**src/rtl/parking_spot_allocator.sv**
```systemverilog
// Parking spot allocator: tracks spot occupancy, assigns the lowest free spot
// to each car-entry request, and drives a held LED enable plus spot code (or a
// held reject strobe when the lot is full). Exits release spots in any state.
module parking_spot_allocator #(
    parameter int NUM_SPOTS   = 6,
    parameter int HOLD_CYCLES = 4
) (
    input  logic       clk,
    input  logic       rst_n,
    input  logic       entry,
    input  logic       exit_valid,
    input  logic [3:0] exit_spot,
    output logic       led,
    output logic [3:0] pasignado,
    output logic       reject,
    output logic [5:0] occupancy,
    output logic [2:0] free_count,
    output logic       full
);

    typedef enum logic [1:0] {
        ST_IDLE   = 2'd0,
        ST_SEARCH = 2'd1,
        ST_ASSIGN = 2'd2,
        ST_REJECT = 2'd3
    } state_t;

    localparam logic [5:0] SPOT_MASK = 6'((1 << NUM_SPOTS) - 1);
    localparam logic [9:0] HOLD_LAST = 10'(HOLD_CYCLES - 1);
    localparam logic [2:0] SPOTS_W3  = 3'(NUM_SPOTS);
    localparam logic [3:0] SPOTS_W4  = 4'(NUM_SPOTS);

    // Number of set bits in an occupancy vector.
    function automatic logic [2:0] popcount6(input logic [5:0] v);
        logic [2:0] c;
        c = 3'd0;
        for (int i = 0; i < 6; i++) begin
            c = c + {2'b00, v[i]};
        end
        return c;
    endfunction

    state_t     state_q, state_d;
    logic       entry_q, entry_d;
    logic       pending_q, pending_d;
    logic [2:0] idx_q, idx_d;
    logic [9:0] hold_q, hold_d;
    logic       led_q, led_d;
    logic [3:0] pas_q, pas_d;
    logic       reject_q, reject_d;
    logic [5:0] occ_q, occ_d;
    logic [2:0] free_q, free_d;

    logic       request_s;
    logic       spot_free_s;
    logic [7:0] occ_ext_s;
    logic [5:0] set_mask_s;
    logic [5:0] clr_mask_s;
    logic       exit_hit_s;

    // Request edge detect and lookup of the spot under the scan index.
    always_comb begin
        entry_d     = entry;
        request_s   = entry & ~entry_q;
        occ_ext_s   = {2'b00, occ_q};
        spot_free_s = ~occ_ext_s[idx_q - 3'd1];
    end

    // FSM next state: request acceptance, spot search, hold timing, pending flag.
    always_comb begin
        state_d    = state_q;
        pending_d  = pending_q;
        idx_d      = idx_q;
        hold_d     = hold_q;
        led_d      = led_q;
        pas_d      = pas_q;
        reject_d   = reject_q;
        set_mask_s = 6'd0;

        if (request_s && (state_q != ST_IDLE)) begin
            pending_d = 1'b1;
        end else begin
            pending_d = pending_q;
        end

        case (state_q)
            ST_IDLE: begin
                if (request_s || pending_q) begin
                    pending_d = 1'b0;
                    if (free_q == 3'd0) begin
                        state_d  = ST_REJECT;
                        reject_d = 1'b1;
                        hold_d   = 10'd0;
                    end else begin
                        state_d = ST_SEARCH;
                        idx_d   = 3'd1;
                    end
                end else begin
                    state_d = ST_IDLE;
                end
            end
            ST_SEARCH: begin
                if ((idx_q == 3'd0) || (idx_q > SPOTS_W3)) begin
                    // Unreachable while free_count > 0; recover to IDLE safely.
                    state_d = ST_IDLE;
                end else if (spot_free_s) begin
                    set_mask_s = 6'd1 << (idx_q - 3'd1);
                    led_d      = 1'b1;
                    pas_d      = {1'b0, idx_q};
                    hold_d     = 10'd0;
                    state_d    = ST_ASSIGN;
                end else begin
                    idx_d = idx_q + 3'd1;
                end
            end
            ST_ASSIGN: begin
                if (hold_q == HOLD_LAST) begin
                    led_d   = 1'b0;
                    pas_d   = 4'd0;
                    hold_d  = 10'd0;
                    state_d = ST_IDLE;
                end else begin
                    hold_d = hold_q + 10'd1;
                end
            end
            ST_REJECT: begin
                if (hold_q == HOLD_LAST) begin
                    reject_d = 1'b0;
                    hold_d   = 10'd0;
                    state_d  = ST_IDLE;
                end else begin
                    hold_d = hold_q + 10'd1;
                end
            end
            default: begin
                state_d  = ST_IDLE;
                led_d    = 1'b0;
                pas_d    = 4'd0;
                reject_d = 1'b0;
                hold_d   = 10'd0;
            end
        endcase
    end

    // Exit release and occupancy update; a set in the same cycle wins over a clear.
    always_comb begin
        exit_hit_s = exit_valid && (exit_spot >= 4'd1) && (exit_spot <= SPOTS_W4);
        if (exit_hit_s) begin
            clr_mask_s = 6'd1 << (exit_spot - 4'd1);
        end else begin
            clr_mask_s = 6'd0;
        end
        occ_d  = ((occ_q & ~clr_mask_s) | set_mask_s) & SPOT_MASK;
        free_d = SPOTS_W3 - popcount6(occ_d);
    end

    // State and output registers.
    always_ff @(posedge clk or negedge rst_n) begin
        if (!rst_n) begin
            state_q   <= ST_IDLE;
            entry_q   <= 1'b0;
            pending_q <= 1'b0;
            idx_q     <= 3'd0;
            hold_q    <= 10'd0;
            led_q     <= 1'b0;
            pas_q     <= 4'd0;
            reject_q  <= 1'b0;
            occ_q     <= 6'd0;
            free_q    <= SPOTS_W3;
        end else begin
            state_q   <= state_d;
            entry_q   <= entry_d;
            pending_q <= pending_d;
            idx_q     <= idx_d;
            hold_q    <= hold_d;
            led_q     <= led_d;
            pas_q     <= pas_d;
            reject_q  <= reject_d;
            occ_q     <= occ_d;
            free_q    <= free_d;
        end
    end

    assign led        = led_q;
    assign pasignado  = pas_q;
    assign reject     = reject_q;
    assign occupancy  = occ_q;
    assign free_count = free_q;
    assign full       = (free_q == 3'd0);

endmodule
```
**config.mk**
```make
export PLATFORM = sky130hd
export DESIGN_NAME = parking_spot_allocator
export DESIGN_NICKNAME = d
export VERILOG_FILES = /design/src/rtl/parking_spot_allocator.sv
export SDC_FILE = /design/constraint.sdc
export NUM_CORES = 1
export LEC_CHECK = 0
export CORE_MARGIN = 2
export CORE_UTILIZATION = 29
export CTS_BUF_LIST = sky130_fd_sc_hd__clkbuf_2 sky130_fd_sc_hd__clkbuf_4 sky130_fd_sc_hd__clkbuf_8
export DETAILED_ROUTE_END_ITERATION = 8
export GPL_TIMING_DRIVEN = 0
export SLEW_MARGIN = 0
export SYNTH_ARGS = -nofsm -noshare
export SYNTH_HDL_FRONTEND = slang
export SYNTH_SLANG_ARGS = --single-unit
```
**constraint.sdc**
```tcl
create_clock -name clk -period 4.7 [get_ports clk]
set_input_delay 0.47 -clock clk [delete_from_list [all_inputs] [get_ports clk]]
set_output_delay 0.47 -clock clk [all_outputs]
set_load 0.01 [all_outputs]
```
==> run_1/sizing.png <==
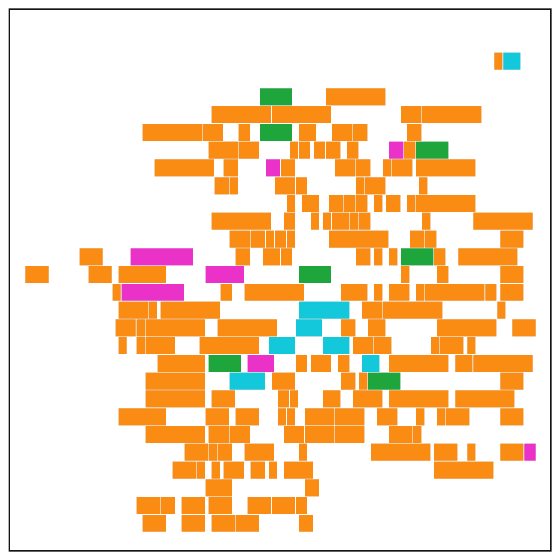
Key: x1 and smaller = orange [cells 182, share 90%]; x2 = magenta [cells 7, share 3.4%]; x3 and x4 = cyan [cells 7, share 3.4%]; x6 and larger = green [cells 7, share 3.4%]

==> run_1/gates.png <==
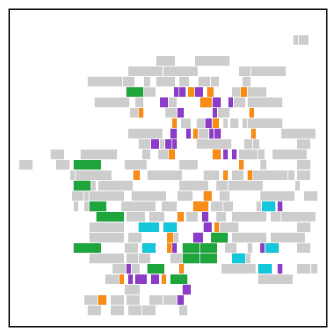
Key: nand cells = purple [cells 31, most used nand2_1]; nor cells = orange [cells 26, most used nor2_1]; mux cells = cyan [cells 7, most used mux2i_1]; fa/ha/maj cells = green [cells 13, most used ha_1, where bottom centre]

==> run_1/class_map.png <==
Bar = 20 um. Fill, decap, tap and diode cells in grey.
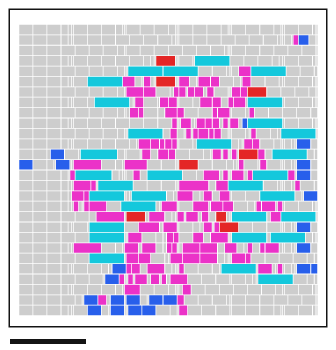
Key: clock drivers and dummy loads = red [cells 8]; sequential cells = cyan [cells 31]; remaining buffers and delay cells = blue [cells 24]; remaining logic cells = magenta [cells 140]

==> results.txt, run 1 <==
Notes from the flow run.

Status:
- The run finished with clean final reports.

Setup path:
- Looking at the setup timing report, the critical path kind is reg2reg.
- STA reports a reg2reg setup slack of 0.68 ns.
- The run gives the critical path launch point type as a flop.
- The report lists the cells along the critical path as inv_1 -> ha_1 -> ha_1 -> inv_1 -> and3_4 -> or3_4 -> nor2_4 -> a32o_1 -> fa_1 -> ha_1 -> inv_1 -> fa_1 -> inv_1 -> ha_1 -> xor2_1.
- OpenSTA lists the critical path endpoint as free_count[2].
- The cell family contributing the most delay on the critical path is adder cells.
- The run puts the maximum fanout encountered on the critical timing path at 8.
- The largest single stage delay on the critical path is 0.50 ns.
- STA lists the endpoint of the worst register-to-register path as free_count[2].

Layout:
- The run puts the final-layout fill cell count at 587.
- The run gives the top logic cell by instance count in the layout as dfrtp_1.
- Counting flops per register, the top entry is hold_q.
- Per the run report, area growth between synthesis and finish was 23.0%.
- The run puts the non-clock inverter instance count of the final layout at 12.
- The run gives the final sequential cell count as 31.
- Counting the clock-network buffers in the layout gives 8.
- The run gives the flip-flop count of the largest register after layout as 10.
- The run puts the number of standard cells in the layout, taps in and fillers out at 278.
- Per the final report, the share of cell area in non-clock buffers is 10.3%.

Power:
- The run gives the internal cell power as 0.794 mW.
- The run puts the power of the sequential group at 0.443 mW.
- The run puts the leakage power summed over all cells at 1.01 nW.
- The run gives the switching power as a share of total power as 38.4%.
- The run puts the switching component of the power at 0.496 mW.
- The run gives the power in the clock group as 0.235 mW.
- The run gives the total design power as 1.29 mW.

Global route:
- The run gives the remaining global-route overflow as 0.
- The run gives the via count of the first global-routing pass as 1386.
- In the global route stage, overall resource usage came out at 12.4%.
- The first global-routing pass estimated 6420 um of wire.
- Global routing put the most usage on met2.

Drt:
- The script logs the mean routed wire length per placed instance as 13.4 um.
- In this run the top signal layer used is met4.
- The run puts the first-iteration detailed-routing DRC count at 46.
- The run gives the post-route met1 wirelength as 1930 um.

Synth:
- The run puts the count of instantiated cells in the yosys netlist at 173.
- Sorting the Yosys area breakdown by cell type puts at the top dfrtp_1.
- For reference, the top cells by count after synthesis are 29 x dfrtp_1, 14 x nand2_1, 13 x nor2_1, 12 x inv_1, 10 x ha_1.
- The run puts the Yosys warning count at 0.
- The run gives the tally of unique sky130hd cells used after synthesis as 50.
- The run gives the main kind of combinational logic by area as simple AND/OR/NAND/NOR gates.
- The run gives the post-synthesis cell count as 173.
- The run gives the predominant post-synthesis flop cell as dfrtp_1.
- For reference, full adder, half adder and majority cells occupy 10.3% of the area reported after synthesis.
- The post-synth count of flops with an enable pin is 0.
- Ranked by total cell area, the synthesized netlist is headed by dfrtp_1 40%, ha_1 7.0%, fa_1 3.3%.
- The run puts the sequential cell area fraction in the yosys report at 43.4%.
- After Yosys synthesis, AND-OR and OR-AND compound gates account for 16.2% of the synthesized area.
- In this run, the synthesized area fraction spent on xor and xnor cells is recorded as 0.976%.

Flow run:
- The run puts the max-capacitance violation count at 0.
- The run puts the count of warning messages emitted by the tools at 30.

Clock network:
- TritonCTS built the clock tree.
- The number of setup buffers added after CTS is 0.
- The run puts the total number of clock tree sinks at 31.
- The run gives the CTS buffer count as 5.

Place:
- The run puts the number of I/O port buffers at 22.
- The run puts the cell count after placement at 270.

STA:
- The run gives the upper clock frequency limit as 249 MHz.
- Measured against its own limit, the worst slew margin works out to 49.6%.
- Setup repair after global routing left no endpoint under its margin.
- The run gives the final cycle utilization of the critical path as 85.6%.
- The run puts the post-route clock skew at 0.00666 ns.

Floorplanning:
- The run puts the number of tap instances at 75.
- The run puts the standard cell core area at 0.00596 mm^2.
==> run_1/clock_nets.png <==
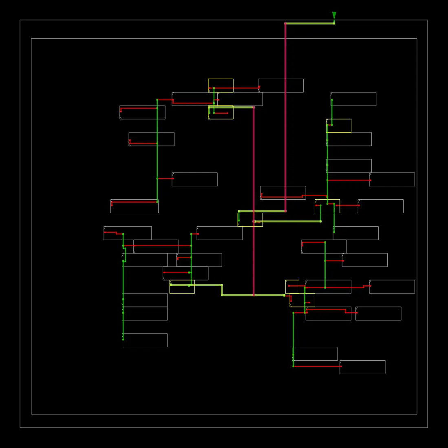

==> inputs of run 2 (changes only) <==
- CAP_MARGIN: unset -> 20
- CORE_MARGIN: 2 -> unset
==> run_2/clock_nets.png <==
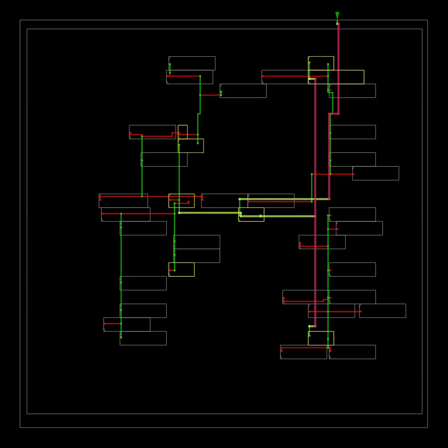
TritonCTS Buffers: 5
insertion delay of the later-clocked pin in the worst-skew pair: 0.29 ns
CLK BUF: 6

==> results.txt, run 2 <==
Notes from the flow run.

Layout:
- The multi-input combinational cell area was 960 um^2 (unchanged).
- The final design instance area without fill is 0.00222 mm^2 (was 0.00221 mm^2).
- The run gives the final-layout fill cell count as 616 (was 587).
- The run gives the flip-flop count of the largest register after layout as 10 (unchanged).
- The run puts the final sequential cell count at 31 (unchanged).
- The run puts the non-clock buffer contribution to total cell area at 10.2% (was 10.3%).
- The run gives the register with the most flip-flops as hold_q (unchanged).
- The top logic cell by instance count in the layout is dfrtp_1 (unchanged).
- The run gives the relative area change from synthesis to final layout as 23.8% (was 23.0%).
- The number of standard cells in the layout, taps in and fillers out is 278 (unchanged).

Flow run:
- The run gives the max-capacitance violation count as 0 (unchanged).
- The run gives the count of warning messages emitted by the tools as 30 (unchanged).

Power:
- The run gives the total design power as 1.32 mW (was 1.29 mW).
- The internal cell power was 0.825 mW (was 0.794 mW).
- The run gives the switching power as a share of total power as 37.6% (was 38.4%).
- The run gives the leakage power summed over all cells as 1.02 nW (was 1.01 nW).
- The power in the clock group came to 0.270 mW (was 0.235 mW).

Global route:
- The routing layer with the top usage in global route is met2 (unchanged).
- The remaining global-route overflow was 0 (unchanged).
- The run gives the overall routing resource usage as 13.0% (was 12.4%).
- The run gives the global-route wire length before repair as 6330 um (was 6420 um).
- The run puts the via count of the first global-routing pass at 1359 (was 1386).
- The run puts the met3 usage in global routing at 2.39% (was 3.37%).

Synth:
- The run puts the count of instantiated cells in the yosys netlist at 173 (unchanged).
- The run gives the Yosys warning count as 0 (unchanged).
- The cell taking the most area after synthesis was dfrtp_1 (unchanged).
- The run puts the fraction of registers with async set/reset at 100% (unchanged).
- The predominant post-synthesis flop cell was dfrtp_1 (unchanged).
- The run gives the main kind of combinational logic by area as simple AND/OR/NAND/NOR gates (unchanged).
- Top cells by area: dfrtp_1 40%, ha_1 7.0%, fa_1 3.3% (unchanged).
- The run gives the synthesized-area fraction occupied by ao, oa, aoi and oai cells as 16.2% (unchanged).
- Top cells by count, synth: 29 x dfrtp_1, 14 x nand2_1, 13 x nor2_1, 12 x inv_1, 10 x ha_1 (unchanged).
- The fraction of synthesized cell area in xor and xnor cells is 0.976% (unchanged).
- The count of flip-flops with a built-in enable after synthesis is 0 (unchanged).

STA:
- The run puts the setup TNS after final layout at 0 ns (unchanged).
- The run gives the relative slew slack as 48.3% (was 49.6%).
- The post-route clock skew came to 0.00533 ns (was 0.00666 ns).
- Setup repair after global routing missed its margin: no (unchanged).
- The run puts the final cycle utilization of the critical path at 85.8% (was 85.6%).

Place:
- The run gives the number of I/O port buffers as 22 (unchanged).

Clock network:
- The CTS tree is built (unchanged).
- The total number of clock tree sinks is 31 (unchanged).

Setup path:
- The critical path capture point was free_count[2] (unchanged).
- The library cell contributing the largest single delay on the critical path is dfrtp_1 (unchanged).
- The run puts the maximum fanout encountered on the critical timing path at 8 (unchanged).
- The run puts the peak per-stage delay on the critical path at 0.51 ns (was 0.50 ns).
- The start point of the critical path is idx_q[0] (unchanged).
- The run gives the critical path class as reg2reg (unchanged).
- The critical register-to-register path endpoint is free_count[2] (unchanged).
- The kind of cell adding the most delay to the critical path is adder cells (unchanged).
- The critical path launch point type was a flop (unchanged).

Floorplanning:
- The standard cell core area came to 0.00596 mm^2 (unchanged).

Drt:
- The average via count per standard cell is 5.05 (was 5.03).
- The run gives the first-iteration detailed-routing DRC count as 52 (was 46).
- The run gives the post-route met1 wirelength as 1820 um (was 1930 um).
- The run gives the highest layer used for signal routing as met4 (unchanged).
- The total wirelength of the detailed-routed design was 3640 um (was 3720 um).

Status:
- Result of the run: finished clean (unchanged).
==> inputs of run 3 (changes only) <==
- SETUP_SLACK_MARGIN: unset -> 0.2
- SKIP_CTS_REPAIR_TIMING: unset -> 1
==> run_3/gates.png <==
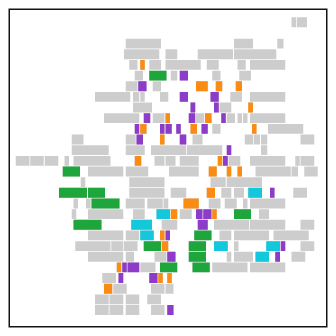
Key: nand cells = purple [cells 31, most used nand2_1]; fa/ha/maj cells = green [cells 13, most used ha_1]; nor cells = orange [cells 26, most used nor2_1]; mux cells = cyan [cells 7, most used mux2i_1]

==> results.txt, run 3 <==
Notes from the flow run.

Drt:
- The highest layer used for signal routing is met4 (unchanged).
- The run gives the total wirelength of the detailed-routed design as 3640 um (unchanged).

Layout:
- The top logic cell by instance count in the layout was dfrtp_1 (unchanged).
- The run gives the final sequential cell count as 31 (unchanged).
- The run puts the flip-flop count of the largest register after layout at 10 (unchanged).
- The relative area change from synthesis to final layout is 23.8% (unchanged).
- The run gives the multi-input combinational cell area as 960 um^2 (unchanged).

Status:
- Result of the run: finished clean (unchanged).

Setup path:
- The maximum fanout encountered on the critical timing path is 8 (unchanged).
- The kind of cell adding the most delay to the critical path is adder cells (unchanged).
- The peak per-stage delay on the critical path is 0.51 ns (about the same).
- The critical path capture point is free_count[2] (unchanged).
- The run gives the critical path class as reg2reg (unchanged).
- The library cell contributing the largest single delay on the critical path is dfrtp_1 (unchanged).

STA:
- The relative slew slack came to 48.3% (unchanged).
- The post-route clock skew is 0.00533 ns (unchanged).
- Setup repair after global routing missed its margin: no (unchanged).
- The final cycle utilization of the critical path is 85.8% (unchanged).
- The run puts the upper clock frequency limit at 248 MHz (unchanged).

Global route:
- The overall routing resource usage came to 13.0% (unchanged).
- The global-route wire length before repair was 6330 um (unchanged).
- The run puts the via count of the first global-routing pass at 1359 (unchanged).
- The run gives the routing layer with the top usage in global route as met2 (unchanged).

Flow run:
- The run puts the count of warning messages emitted by the tools at 30 (unchanged).

Synth:
- The main kind of combinational logic by area is simple AND/OR/NAND/NOR gates (unchanged).
- The run puts the sequential cell area fraction in the yosys report at 43.4% (unchanged).
- The run gives the adder-cell share of the synthesized area as 10.3% (unchanged).
- Top cells by area: dfrtp_1 40%, ha_1 7.0%, fa_1 3.3% (unchanged).
- The fraction of synthesized cell area in xor and xnor cells is 0.976% (unchanged).

Clock network:
- The CTS tree is built (unchanged).
- The total number of clock tree sinks is 31 (unchanged).
- The run gives the CTS buffer count as 5 (unchanged).
- The run puts the clock insertion delay at the later pin of the skew report at 0.29 ns (about the same).

Power:
- The power in the clock group came to 0.270 mW (about the same).
- The run puts the power of the sequential group at 0.444 mW (about the same).
- The leakage power summed over all cells came to 1.02 nW (unchanged).
- The run puts the internal cell power at 0.825 mW (unchanged).
- The run puts the switching component of the power at 0.497 mW (unchanged).

Floorplanning:
- The run puts the number of tap instances at 75 (unchanged).
Power and IR drop assume default switching activity.
